`config.mk`:
```
export PLATFORM = sky130hd
export DESIGN_NAME = hazard_sequencer
export DESIGN_NICKNAME = d
export VERILOG_FILES = /design/src/rtl/hazard_sequencer.sv
export SDC_FILE = /design/constraint.sdc
export NUM_CORES = 1
export LEC_CHECK = 0
export CORE_ASPECT_RATIO = 1.5
export CORE_MARGIN = 2
export CORE_UTILIZATION = 47
export CTS_CLUSTER_DIAMETER = 100
export DETAILED_ROUTE_END_ITERATION = 8
export GPL_ROUTABILITY_DRIVEN = 0
export PLACE_DENSITY_LB_ADDON = 0.08
export SLEW_MARGIN = 15
export SYNTH_ARGS = -nofsm -noshare
export SYNTH_HDL_FRONTEND = slang
export SYNTH_SLANG_ARGS = --single-unit
```
`constraint.sdc`:
```
create_clock -name clk -period 2.9 [get_ports clk]
set_input_delay 0.58 -clock clk [delete_from_list [all_inputs] [get_ports clk]]
set_output_delay 0.58 -clock clk [all_outputs]
set_load 0.01 [all_outputs]
```
`src/rtl/hazard_sequencer.sv`:
```
// Pipeline hazard controller for the 5-stage MIPS core: load-use, branch and jump
// hazards, data-memory wait sequencing with timeout trap, and stall/flush counters.
//
// state    | meaning
// RUN      | normal issue, hazards resolved by priority
// MEM_WAIT | data memory stalled, counting consecutive wait cycles
// ERR      | memory timeout trap, pipeline frozen until rst
module hazard_sequencer #(
    parameter int MEM_TIMEOUT = 16,
    parameter int CNT_W       = 16
) (
    input  logic             clk,
    input  logic             rst,
    input  logic [4:0]       ifid_rs,
    input  logic [4:0]       ifid_rt,
    input  logic             id_uses_rt,
    input  logic             id_jump,
    input  logic             idex_memread,
    input  logic [4:0]       idex_rt,
    input  logic             ex_branch_taken,
    input  logic             exmem_memaccess,
    input  logic             dmem_ready,
    output logic             pc_write,
    output logic             ifid_write,
    output logic             ifid_flush,
    output logic             idex_flush,
    output logic             idex_hold,
    output logic             exmem_hold,
    output logic             memwb_bubble,
    output logic             mem_err,
    output logic [CNT_W-1:0] stall_cnt,
    output logic [CNT_W-1:0] flush_cnt
);
    localparam int WCW = $clog2(MEM_TIMEOUT) + 1;

    typedef enum logic [1:0] {RUN, MEM_WAIT, ERR} state_t;

    state_t         state, state_nxt;
    logic [WCW-1:0] wait_cnt, wait_cnt_nxt;
    logic           memwait;
    logic           lu;

    assign memwait = exmem_memaccess & ~dmem_ready;
    // A load targeting $zero never creates a dependence.
    assign lu = idex_memread & (idex_rt != 5'd0) &
                ((idex_rt == ifid_rs) | (id_uses_rt & (idex_rt == ifid_rt)));

    always_comb begin
        pc_write     = 1'b1;
        ifid_write   = 1'b1;
        ifid_flush   = 1'b0;
        idex_flush   = 1'b0;
        idex_hold    = 1'b0;
        exmem_hold   = 1'b0;
        memwb_bubble = 1'b0;
        mem_err      = 1'b0;
        state_nxt    = state;
        wait_cnt_nxt = wait_cnt;

        if (rst) begin
            pc_write     = 1'b0;
            ifid_write   = 1'b0;
            ifid_flush   = 1'b1;
            idex_flush   = 1'b1;
            state_nxt    = RUN;
            wait_cnt_nxt = '0;
        end else if (state == ERR) begin
            pc_write     = 1'b0;
            ifid_write   = 1'b0;
            idex_hold    = 1'b1;
            exmem_hold   = 1'b1;
            memwb_bubble = 1'b1;
            mem_err      = 1'b1;
        end else if (memwait) begin
            // Holding masks every flush; a taken branch stays in EX and is re-evaluated.
            pc_write     = 1'b0;
            ifid_write   = 1'b0;
            idex_hold    = 1'b1;
            exmem_hold   = 1'b1;
            memwb_bubble = 1'b1;
            if (state == RUN) begin
                state_nxt    = MEM_WAIT;
                wait_cnt_nxt = WCW'(1);
            end else if (wait_cnt == WCW'(MEM_TIMEOUT)) begin
                state_nxt = ERR;
            end else begin
                wait_cnt_nxt = wait_cnt + WCW'(1);
            end
        end else begin
            state_nxt    = RUN;
            wait_cnt_nxt = '0;
            if (ex_branch_taken) begin
                ifid_flush = 1'b1;
                idex_flush = 1'b1;
            end else if (lu) begin
                pc_write   = 1'b0;
                ifid_write = 1'b0;
                idex_flush = 1'b1;
            end else if (id_jump) begin
                ifid_flush = 1'b1;
            end
        end
    end

    always_ff @(posedge clk) begin
        state    <= state_nxt;
        wait_cnt <= wait_cnt_nxt;
        if (rst) begin
            stall_cnt <= '0;
            flush_cnt <= '0;
        end else begin
            if (!pc_write && stall_cnt != '1)
                stall_cnt <= stall_cnt + CNT_W'(1);
            if (ifid_flush && flush_cnt != '1)
                flush_cnt <= flush_cnt + CNT_W'(1);
        end
    end
endmodule

```
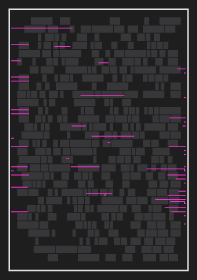
met3.png
Drawn at 3 px/µm.
The wires run mostly horizontal. The layer carries 213 µm of wire.
met3 Use GR: 3.28%
overall via count from detail_route: 2141
DRT Wirelength: 5240 µm

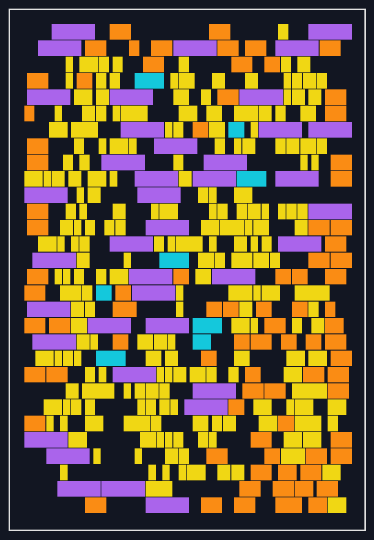
cell_classes.png
Drawn at 6 px/µm.
Key: yellow = all other logic [cells 212, share of their area 44%]; cyan = clock drivers and dummy loads [cells 8, share of their area 3.2%]; purple = flip-flops [cells 39, share of their area 27%]; orange = other buffers and delay cells [cells 83, share of their area 26%]

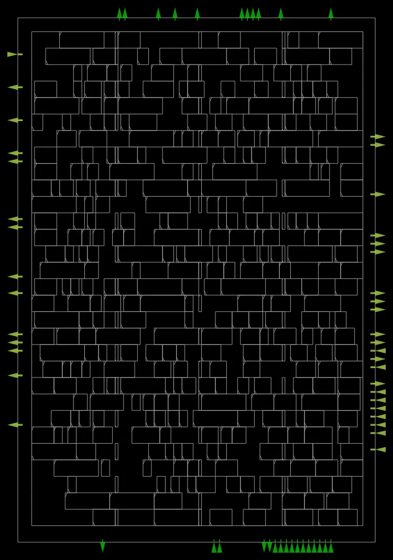
final_placement.png
final design utilization: 67.0%
tally of non-filler cells in the final layout: 390

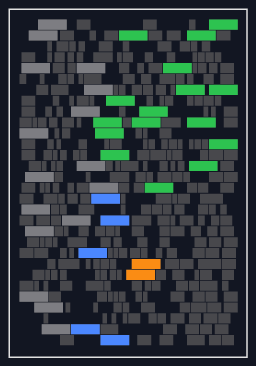
registers.png
Drawn at 4 px/µm. Other sequential cells in the stronger gray, the rest of the logic in the fainter gray.
Key: blue = `wait_cnt` [sequential cells 5]; orange = `state` [sequential cells 2]; green = `flush_cnt` [sequential cells 16]
Another 16 sequential cells are not colored.
Seq. cell area: 781 µm²
flop share of the area: 26.1%
P_seq: 561 µW

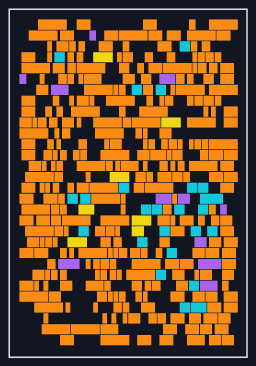
drive_strength.png
Drawn at 4 px/µm.
Key: cyan = drive 3 to 4 [cells 24, share 7.0%]; purple = drive 2 [cells 11, share 3.2%]; orange = drive 1 or less [cells 300, share 88%]; yellow = drive 6 and up [cells 7, share 2.0%]
bufs w/o clock: 83
fin worst setup slack: 0.0824 ns

==> flow_summary.json <==
{
  "cts-root-buf": "clkbuf_8",
  "yosysTopAreaCell": "dfxtp_1",
  "gr-usage-all-layers_pct": 20.9,
  "worstReg2RegStart": "flush_cnt[0]",
  "simple_gate_share_pct": 29.1,
  "first_pass_iters": 4,
  "maxSlewHeadroom_pct": 54.4,
  "setup_viol": 0,
  "clk_pin_slew_worst_paths_ns": 0.08,
  "tapCellCount": 48,
  "worstSetupPathType": "in2out",
  "hold_ws_ns": 0.505,
  "p_comb_share_pct": 15.2,
  "cp-startpoint": "ifid_rt[2]",
  "synthFlopType": "dfxtp_1",
  "worst_pin_slew_ns": 0.682,
  "switching_share_pct": 27.0,
  "clock.latency.late_pin_ns": 0.29,
  "slew_violations": 0,
  "reg2reg_to": "flush_cnt[6]",
  "placementRows": 30,
  "peakVddDrop_mv": 0.232,
  "xor_area_share_pct": 10.2,
  "clock_skew_ns": 0.00611,
  "largest_class": "multi-input combinational cells",
  "fillers": 407,
  "multiInputGateArea_um2": 1270,
  "netSwitchingPower_uw": 300,
  "syn_area_um2": 2140,
  "seqPwrFrac_pct": 50.4,
  "antenna_found_initial": 0,
  "diodes": 0,
  "netlist_instances": 266,
  "p_total_mw": 1.11,
  "max_freq_ghz": 0.355,
  "p_clk_share_pct": 34.3,
  "core_area_um2": 4470,
  "comb_share_pct": 42.5,
  "ctsResizeCount": 19,
  "outcome": "completed",
  "common_cells": "39 x dfxtp_1, 37 x nor2_1, 22 x a21oi_1",
  "power.density_nw_per_um2": 371,
  "finalSetupTns_ns": 0,
  "r2r_cells": 8,
  "p_leak_nw": 1.05
}
[flip-flops by register name, summed over array words and instances, names as in the netlist]
register / cells
flush_cnt: 16
stall_cnt: 16
state: 2
wait_cnt: 5
[metal layers]
metal  vias to the layer above  global-route usage [%]  wire (µm)
met1                       992                    23.6       2220
met3                         6                    3.28        213
met4                         0                    9.92         96
li1                       1093                       -          -
met5                         -                       0          0
met2                        50                    37.4       2710
[stage by stage]
step | instance area (µm²) | utilization (%)
global placement | 2870 | 64.2
floorplan | 2140 | -
detailed placement | 2870 | 64.2
finish | 2990 | 67.0
global route | 2990 | 67.0
CTS | 2970 | 66.5
[critical path, delay by kind of cell]
family	cells	cell delay (ns)
compound gates	2	0.51
xor+xnor	1	0.16
buf+inv	3	0.70
simple gates	1	0.29
No activity file was given, so power comes from the tool's default toggle rates.
